===== config.mk =====
export PLATFORM = sky130hd
export DESIGN_NAME = mul_div_unit_flat
export DESIGN_NICKNAME = d
export VERILOG_FILES = /design/src/rtl/mul_div_if.sv /design/src/rtl/mul_div_unit.sv /design/src/flat_wrapper.sv
export SDC_FILE = /design/constraint.sdc
export NUM_CORES = 1
export LEC_CHECK = 0
export ABC_AREA = 1
export CAP_MARGIN = 15
export CORE_MARGIN = 2
export CORE_UTILIZATION = 55
export CTS_CLUSTER_DIAMETER = 200
export DETAILED_ROUTE_END_ITERATION = 12
export PLACE_DENSITY = 0.74
export SLEW_MARGIN = 20
export SYNTH_ARGS = -nofsm -noshare
export SYNTH_HDL_FRONTEND = slang
export SYNTH_SLANG_ARGS = --single-unit

===== constraint.sdc =====
create_clock -name clk -period 12.43 [get_ports clk]
set_input_delay 1.8645 -clock clk [delete_from_list [all_inputs] [get_ports clk]]
set_output_delay 1.8645 -clock clk [all_outputs]
set_load 0.1 [all_outputs]

===== src/rtl/mul_div_if.sv =====
// Request/response bundle between the execute stage and the M-extension unit.
// The pipeline side (master) drives the decoded operation and flush; the unit
// (slave) reports its state and the registered result.
interface mul_div_if #(
  parameter int XLEN = 32
);
  logic            start;
  logic [2:0]      funct3;
  logic [XLEN-1:0] src_a;
  logic [XLEN-1:0] src_b;
  logic            flush;
  logic            ready;
  logic            busy;
  logic            done;
  logic [XLEN-1:0] result;

  modport master (
    output start, funct3, src_a, src_b, flush,
    input  ready, busy, done, result
  );

  modport slave (
    input  start, funct3, src_a, src_b, flush,
    output ready, busy, done, result
  );
endinterface


===== src/rtl/mul_div_unit.sv =====
// Iterative RV32M/RV64M execute unit. Operands are converted to magnitudes on
// accept, a shared 2*XLEN accumulator runs either radix-2 shift-add multiply
// or restoring division (one bit per cycle), and the sign is applied when the
// final step is written into the result register. Divide-by-zero and signed
// overflow are resolved on the accept edge and skip the iteration entirely.
module mul_div_unit #(
  parameter int XLEN = 32
) (
  input  logic     clk,
  input  logic     rst_n,
  mul_div_if.slave bus
);
  localparam int CNT_W = $clog2(XLEN);

  typedef enum logic [1:0] {
    IDLE = 2'd0,
    CALC = 2'd1,
    DONE = 2'd2
  } state_t;

  state_t              state_r;
  state_t              state_nxt_s;
  logic [CNT_W-1:0]    cnt_r;
  logic [2:0]          op_r;
  logic                neg_r;
  logic [XLEN-1:0]     opb_r;
  logic [2*XLEN-1:0]   acc_r;
  logic [XLEN-1:0]     result_r;

  logic                is_div_s;
  logic                a_signed_s;
  logic                b_signed_s;
  logic                a_neg_s;
  logic                b_neg_s;
  logic [XLEN-1:0]     mag_a_s;
  logic [XLEN-1:0]     mag_b_s;
  logic                res_neg_s;
  logic                div_zero_s;
  logic                div_ovf_s;
  logic                fast_s;
  logic [XLEN-1:0]     fast_res_s;
  logic                accept_s;
  logic                last_step_s;
  logic [XLEN:0]       sum_s;
  logic [XLEN:0]       shifted_s;
  logic [XLEN:0]       diff_s;
  logic [2*XLEN-1:0]   acc_nxt_s;
  logic [2*XLEN-1:0]   prod_s;
  logic [XLEN-1:0]     final_res_s;

  // Two's-complement negate of an XLEN value when neg is set.
  function automatic logic [XLEN-1:0] cond_neg(input logic [XLEN-1:0] v, input logic neg);
    return neg ? -v : v;
  endfunction

  // Two's-complement negate of a full 2*XLEN product when neg is set.
  function automatic logic [2*XLEN-1:0] cond_neg2(input logic [2*XLEN-1:0] v, input logic neg);
    return neg ? -v : v;
  endfunction

  // Decode the incoming request: operand signedness, magnitudes, result sign, fast paths.
  always_comb begin
    a_signed_s = 1'b0;
    b_signed_s = 1'b0;
    case (bus.funct3)
      3'b000, 3'b001, 3'b100, 3'b110: begin
        a_signed_s = 1'b1;
        b_signed_s = 1'b1;
      end
      3'b010:  a_signed_s = 1'b1;
      default: begin
        a_signed_s = 1'b0;
        b_signed_s = 1'b0;
      end
    endcase
    is_div_s   = bus.funct3[2];
    a_neg_s    = a_signed_s & bus.src_a[XLEN-1];
    b_neg_s    = b_signed_s & bus.src_b[XLEN-1];
    mag_a_s    = cond_neg(bus.src_a, a_neg_s);
    mag_b_s    = cond_neg(bus.src_b, b_neg_s);
    // Remainder takes the dividend's sign; products and quotients take a^b.
    if (is_div_s & bus.funct3[1]) begin
      res_neg_s = a_neg_s;
    end else begin
      res_neg_s = a_neg_s ^ b_neg_s;
    end
    div_zero_s = is_div_s & (bus.src_b == {XLEN{1'b0}});
    div_ovf_s  = is_div_s & ~bus.funct3[0] &
                 (bus.src_a == {1'b1, {(XLEN-1){1'b0}}}) & (bus.src_b == {XLEN{1'b1}});
    fast_s     = div_zero_s | div_ovf_s;
    if (div_zero_s) begin
      fast_res_s = bus.funct3[1] ? bus.src_a : {XLEN{1'b1}};
    end else if (div_ovf_s) begin
      fast_res_s = bus.funct3[1] ? {XLEN{1'b0}} : bus.src_a;
    end else begin
      fast_res_s = {XLEN{1'b0}};
    end
    accept_s    = bus.start & ~bus.flush & (state_r != CALC);
    last_step_s = (cnt_r == CNT_W'(XLEN - 1));
  end

  // One iteration of the datapath and the sign-corrected result of the final step.
  always_comb begin
    // Multiply: low half holds the remaining multiplier bits, high half the partial sum.
    sum_s     = {1'b0, acc_r[2*XLEN-1:XLEN]} + (acc_r[0] ? {1'b0, opb_r} : {(XLEN+1){1'b0}});
    // Divide: high half is the partial remainder, low half shifts dividend out / quotient in.
    shifted_s = {acc_r[2*XLEN-1:XLEN], acc_r[XLEN-1]};
    diff_s    = shifted_s - {1'b0, opb_r};
    if (op_r[2]) begin
      if (diff_s[XLEN]) begin
        acc_nxt_s = {shifted_s[XLEN-1:0], acc_r[XLEN-2:0], 1'b0};
      end else begin
        acc_nxt_s = {diff_s[XLEN-1:0], acc_r[XLEN-2:0], 1'b1};
      end
    end else begin
      acc_nxt_s = {sum_s, acc_r[XLEN-1:1]};
    end
    prod_s = cond_neg2(acc_nxt_s, neg_r);
    if (op_r[2]) begin
      if (op_r[1]) begin
        final_res_s = cond_neg(acc_nxt_s[2*XLEN-1:XLEN], neg_r);
      end else begin
        final_res_s = cond_neg(acc_nxt_s[XLEN-1:0], neg_r);
      end
    end else if (op_r[1:0] == 2'b00) begin
      final_res_s = prod_s[XLEN-1:0];
    end else begin
      final_res_s = prod_s[2*XLEN-1:XLEN];
    end
  end

  // Next-state logic; flush wins over everything including a new start.
  always_comb begin
    state_nxt_s = state_r;
    if (bus.flush) begin
      state_nxt_s = IDLE;
    end else begin
      case (state_r)
        IDLE, DONE: begin
          if (accept_s) begin
            state_nxt_s = fast_s ? DONE : CALC;
          end else begin
            state_nxt_s = IDLE;
          end
        end
        CALC: begin
          if (last_step_s) begin
            state_nxt_s = DONE;
          end else begin
            state_nxt_s = CALC;
          end
        end
        default: state_nxt_s = IDLE;
      endcase
    end
  end

  // State register.
  always_ff @(posedge clk or negedge rst_n) begin
    if (!rst_n) begin
      state_r <= IDLE;
    end else begin
      state_r <= state_nxt_s;
    end
  end

  // Operand latch, iteration and result register; flush leaves result untouched.
  always_ff @(posedge clk or negedge rst_n) begin
    if (!rst_n) begin
      cnt_r    <= {CNT_W{1'b0}};
      op_r     <= 3'b000;
      neg_r    <= 1'b0;
      opb_r    <= {XLEN{1'b0}};
      acc_r    <= {(2*XLEN){1'b0}};
      result_r <= {XLEN{1'b0}};
    end else if (bus.flush) begin
      cnt_r <= cnt_r;
    end else if (accept_s) begin
      cnt_r <= {CNT_W{1'b0}};
      op_r  <= bus.funct3;
      neg_r <= res_neg_s;
      if (is_div_s) begin
        opb_r <= mag_b_s;
        acc_r <= {{XLEN{1'b0}}, mag_a_s};
      end else begin
        opb_r <= mag_a_s;
        acc_r <= {{XLEN{1'b0}}, mag_b_s};
      end
      if (fast_s) begin
        result_r <= fast_res_s;
      end
    end else if (state_r == CALC) begin
      acc_r <= acc_nxt_s;
      cnt_r <= cnt_r + CNT_W'(1);
      if (last_step_s) begin
        result_r <= final_res_s;
      end
    end
  end

  assign bus.ready  = (state_r != CALC);
  assign bus.busy   = (state_r == CALC);
  assign bus.done   = (state_r == DONE);
  assign bus.result = result_r;
endmodule


===== src/flat_wrapper.sv =====
// flat-port wrapper written by rule: the top's interface ports become plain ports
module mul_div_unit_flat 
#(
  parameter int XLEN = 32
)
  (clk, rst_n, bus_start, bus_funct3, bus_src_a, bus_src_b, bus_flush, bus_ready, bus_busy, bus_done, bus_result);
  mul_div_if #(.XLEN(XLEN)) bus_i ();
  input  logic clk;
  input  logic rst_n;
  input wire logic [$bits(bus_i.start)-1:0] bus_start;
  input wire logic [$bits(bus_i.funct3)-1:0] bus_funct3;
  input wire logic [$bits(bus_i.src_a)-1:0] bus_src_a;
  input wire logic [$bits(bus_i.src_b)-1:0] bus_src_b;
  input wire logic [$bits(bus_i.flush)-1:0] bus_flush;
  output wire logic [$bits(bus_i.ready)-1:0] bus_ready;
  output wire logic [$bits(bus_i.busy)-1:0] bus_busy;
  output wire logic [$bits(bus_i.done)-1:0] bus_done;
  output wire logic [$bits(bus_i.result)-1:0] bus_result;
  assign bus_i.start = bus_start;
  assign bus_i.funct3 = bus_funct3;
  assign bus_i.src_a = bus_src_a;
  assign bus_i.src_b = bus_src_b;
  assign bus_i.flush = bus_flush;
  assign bus_ready = bus_i.ready;
  assign bus_busy = bus_i.busy;
  assign bus_done = bus_i.done;
  assign bus_result = bus_i.result;
  mul_div_unit #(.XLEN(XLEN)) u_core (.clk(clk), .rst_n(rst_n), .bus(bus_i));
endmodule

Routing congestion:
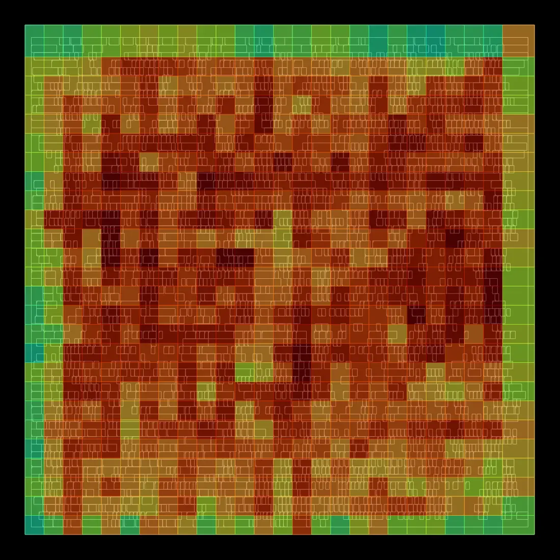
met1 Use GR: 58.7%
post-DR wirelength/cell: 22.7 um
GR Util met2: 70.4%
GRT met3 Usage: 12.9%
GRT Max-Usage Layer: met2

M4 wires:
The bar under the picture is 50 um long. Supply wires on this layer in grey. Cells faint in the background.
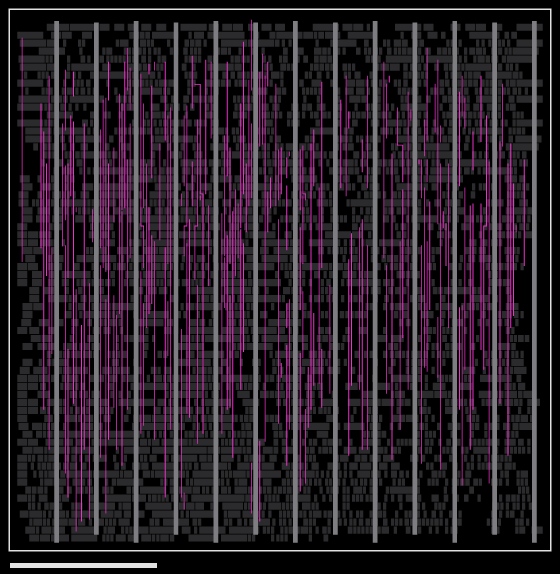
share of all routed wire	9.7%
nets with wire on the layer	157
wire length on this layer	7,720 um
drt total wl: 79.9 mm
vias after detailed routing: 21,900

Cells coloured by class:
The bar under the picture is 50 um long. Fill, decap, tap and diode cells in grey.
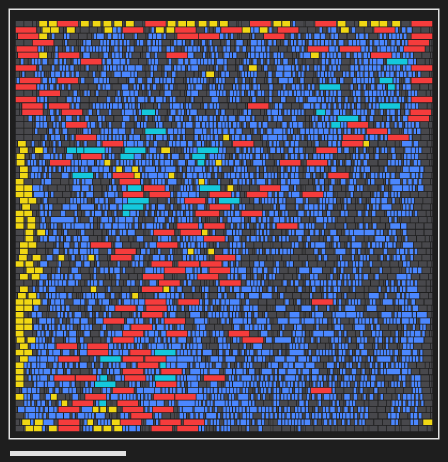
colour	class	cells
yellow	remaining buffers and delay cells	129
cyan	clock drivers and dummy loads	32
red	sequential cells	139
blue	combinational and other logic	2,815

==> flow_summary_export.csv <==
group,metric,value,unit
status,outcome,"completed",
layout,signal_buffers,129,
clock_tree,clock-sinks,139,
clock_tree,clkTransAtPathRegs,0.07,ns
critical_path,crit_required,12.77,ns
layout,fin_area,19700,um2
critical_path,end_kind,"flip-flop",
job,drv_cap,0,
layout,n_all_inverters,484,
final_timing,setup_viol,0,
critical_path,worst-path-stages,24,
worst_hold_path,holdPathStages,2,
clock_tree,clk_path_buf_depth,2,
synthesis,synth_cell_types,64,
drt,first_pass_iters,6,
synthesis,area_leaders,"dfrtp_1 20%, nand2_1 18%, inv_1 10%, nor2_1 6.6%, nand3_1 5.8%",
layout,comb_area_share,61.2,%
pwr,seq_power_share,16.3,%
grt,track_usage,47.8,%
grt,antenna_found_initial,2,
synthesis,top_logic_kind,"simple AND/OR/NAND/NOR gates",
critical_path,critPathLaunch,"bus_src_b[0]",
final_timing,maxSlewHeadroom,17.8,%
layout,drive_gt1_share,6.55,%
worst_hold_path,hp-start,"u_core.bus.result[13]",
synthesis,ys_sh_adder,5.21,%
placed_design,place_area,19100,um2
layout,flops,139,
clock_tree,htree_levels,4,
synthesis,common_cells,"863 x nand2_1, 473 x inv_1, 314 x nor2_1",
critical_path,crit_fanout,49,
clock_tree,cts_tree,"yes",
clock_tree,clock-root-buffer,"clkbuf_16",
placed_design,hpwlAfterDp,63.5,mm
layout,dominant_cells,"combinational gates",
floorplan,tap_cells,402,
layout,nFillCells,3125,
synthesis,fp_nets,3200,
clock_tree,post-cts-setup-buffers,0,
critical_path,reg2reg_to,"u_core.bus.result[28]",
floorplan,io_pins,106,
final_timing,fin_crit_sh,45.0,%
drt,vias_per_cell,6.23,
critical_path,cp_num_buf_inv,7,
clock_tree,clkLatencyLatePin,0.46,ns
layout,lay_top_count,"nand2_1",
layout,largest_reg_flops,64,
synthesis,yosysMostFrequentCell,"nand2_1",
critical_path,reg2reg_depth,36,
synthesis,synth_area_per_cell,5.83,um2
synthesis,xor_area_share,5.45,%
layout,area_share_clock_buf_inv,3.05,%
layout,n_clock_buffer,17,
floorplan,die.size.y,184,um
drt,wl_met3,10.1,mm
critical_path,critPathKind,"in2reg",
layout,num_antenna_cells,0,
synthesis,muxShareOfSynthArea,0,%
drt,drtIter0Drc,3007,
pwr,power_switching,2.74,mW
drt,drc,0,
floorplan,chip_area,33900,um2
critical_path,cpMostUsedCell,"inv_1",
synthesis,ys_sh_simple,39.9,%
critical_path,crit_path_top_delay_cell,"inv_2",
critical_path,cpPeakStageDelay,0.65,ns
final_timing,slew_violations,0,
synthesis,synthFlopType,"dfrtp_1",
pwr,p_int,1.70,mW
synthesis,synthArstFlopShare,100,%
synthesis,syn_area,17800,um2
synthesis,numSynthFlops,139,
grt,grt_pass1_vias,20300,
critical_path,arrival,5.94,ns
pwr,power_frac_comb,71.5,%
clock_tree,cts_buffers,17,
drt,wl_met1,29.2,mm
pwr,power_density,225,nW/um2
synthesis,ys_cells,3056,
pwr,p_leak,10.2,nW
synthesis,yosys.area.top_type,"dfrtp_1",
pwr,ir_worst_vdd,0.000220,V
critical_path,crit_chain,"clkdlybuf4s50_1, inv_1, ha_1, nand3_1, inv_1, nand3_1, nor2_1, nand3_1, nor3_2, nand2_1, nor2_1, nand4_1, nor2_1, nand2_1, o31ai_1, inv_1, nand2_1, nand2_2, inv_2, o21ai_0, inv_1, nand3_1, o21ai_1, inv_1",
critical_path,r2r_slack,6.83,ns
critical_path,critPathTopFamily,"simple AND/OR/NAND/NOR gates",
clock_tree,post_cts_resized,0,
layout,combGateArea,12100,um2
drt,topRoutingLayerUsed,"met5",
final_timing,holdWs,0.501,ns
critical_path,cp-start-kind,"input port",
drt,antenna_left,0,
final_timing,rsz0062_at_grt,"false",
worst_hold_path,min_path_type,"reg2reg",
grt,grt_max_degree,87,
final_timing,fin_worst_skew,0.0175,ns
job,warnings,27,
floorplan,dieWidth,184,um
placed_design,port_buffers,105,
clock_tree,hold_buffers,0,
final_timing,period_needed,5.60,ns
synthesis,ys_warn_count,0,
synthesis,ys_chip_area,17800,um2
pwr,pg_clk,543,uW
synthesis,yosys.area_share.aoi,17.1,%
placed_design,dp.cells,3485,
layout,nonClkBufAreaFrac,6.27,%
layout,register_area,3480,um2
placed_design,pre_cts_slack,6.46,ns
layout,nets,3246,
synthesis,edf_count,0,
grt,grt_pass1_wl,121,mm
critical_path,endpoint,"u_core.bus.result[24]",
final_timing,setup_tns,0,ns
drt,met2_length,32.8,mm
final_timing,fmax,179,MHz
synthesis,syn-instance-count,3056,
grt,grt_overflow,0,
pwr,powerSeq,724,uW
worst_hold_path,min_to,"u_core.bus.result[13]",
synthesis,top_cell_area_share,19.5,%
pwr,finalPower,4.44,mW
layout,lay_top_cells,"863 x nand2_1, 471 x inv_1, 310 x nor2_1",
pwr,power.clock.fraction,12.2,%
critical_path,r2r_start,"u_core.acc_r[31]",
final_timing,tightest_slew,1.23,ns
synthesis,postSynthSeqShare,19.5,%
pwr,p_sw_share,61.7,%
layout,regMostFlops,"u_core.acc_r",
Met1 routing:
Supply wires on this layer in grey.
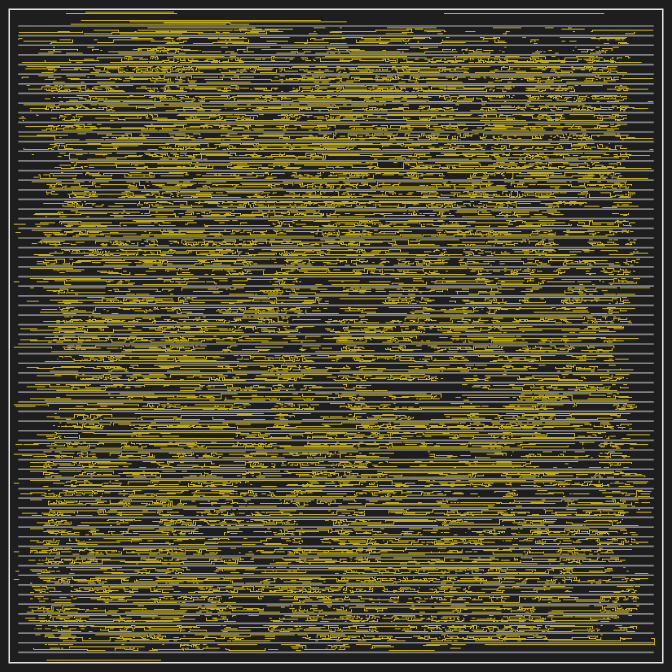
longest straight run	68.1 um
wire length on this layer	29.2 mm
share of all routed wire	37%
nets with wire on the layer	3,050

Cell area per tile:
18 x 18 tiles, from white (low) to dark blue (high), 0 to 100% covered.
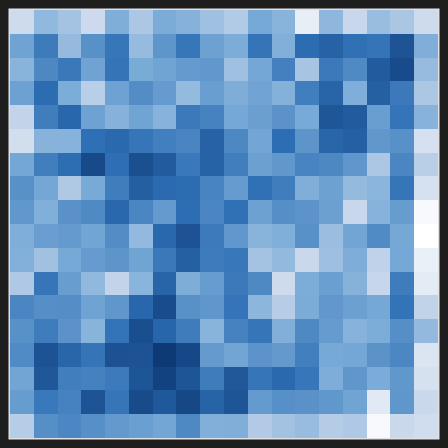
mean over tiles	57%
fullest tile	97%
nearly empty tiles	0.30%
tiles over 75% full	16%
Pre-Place Util: 56.2%
utilization after layout: 62.1%
Core Area: 31,700 um2

Power figures rest on the tool's default switching activity, not on a simulated workload.
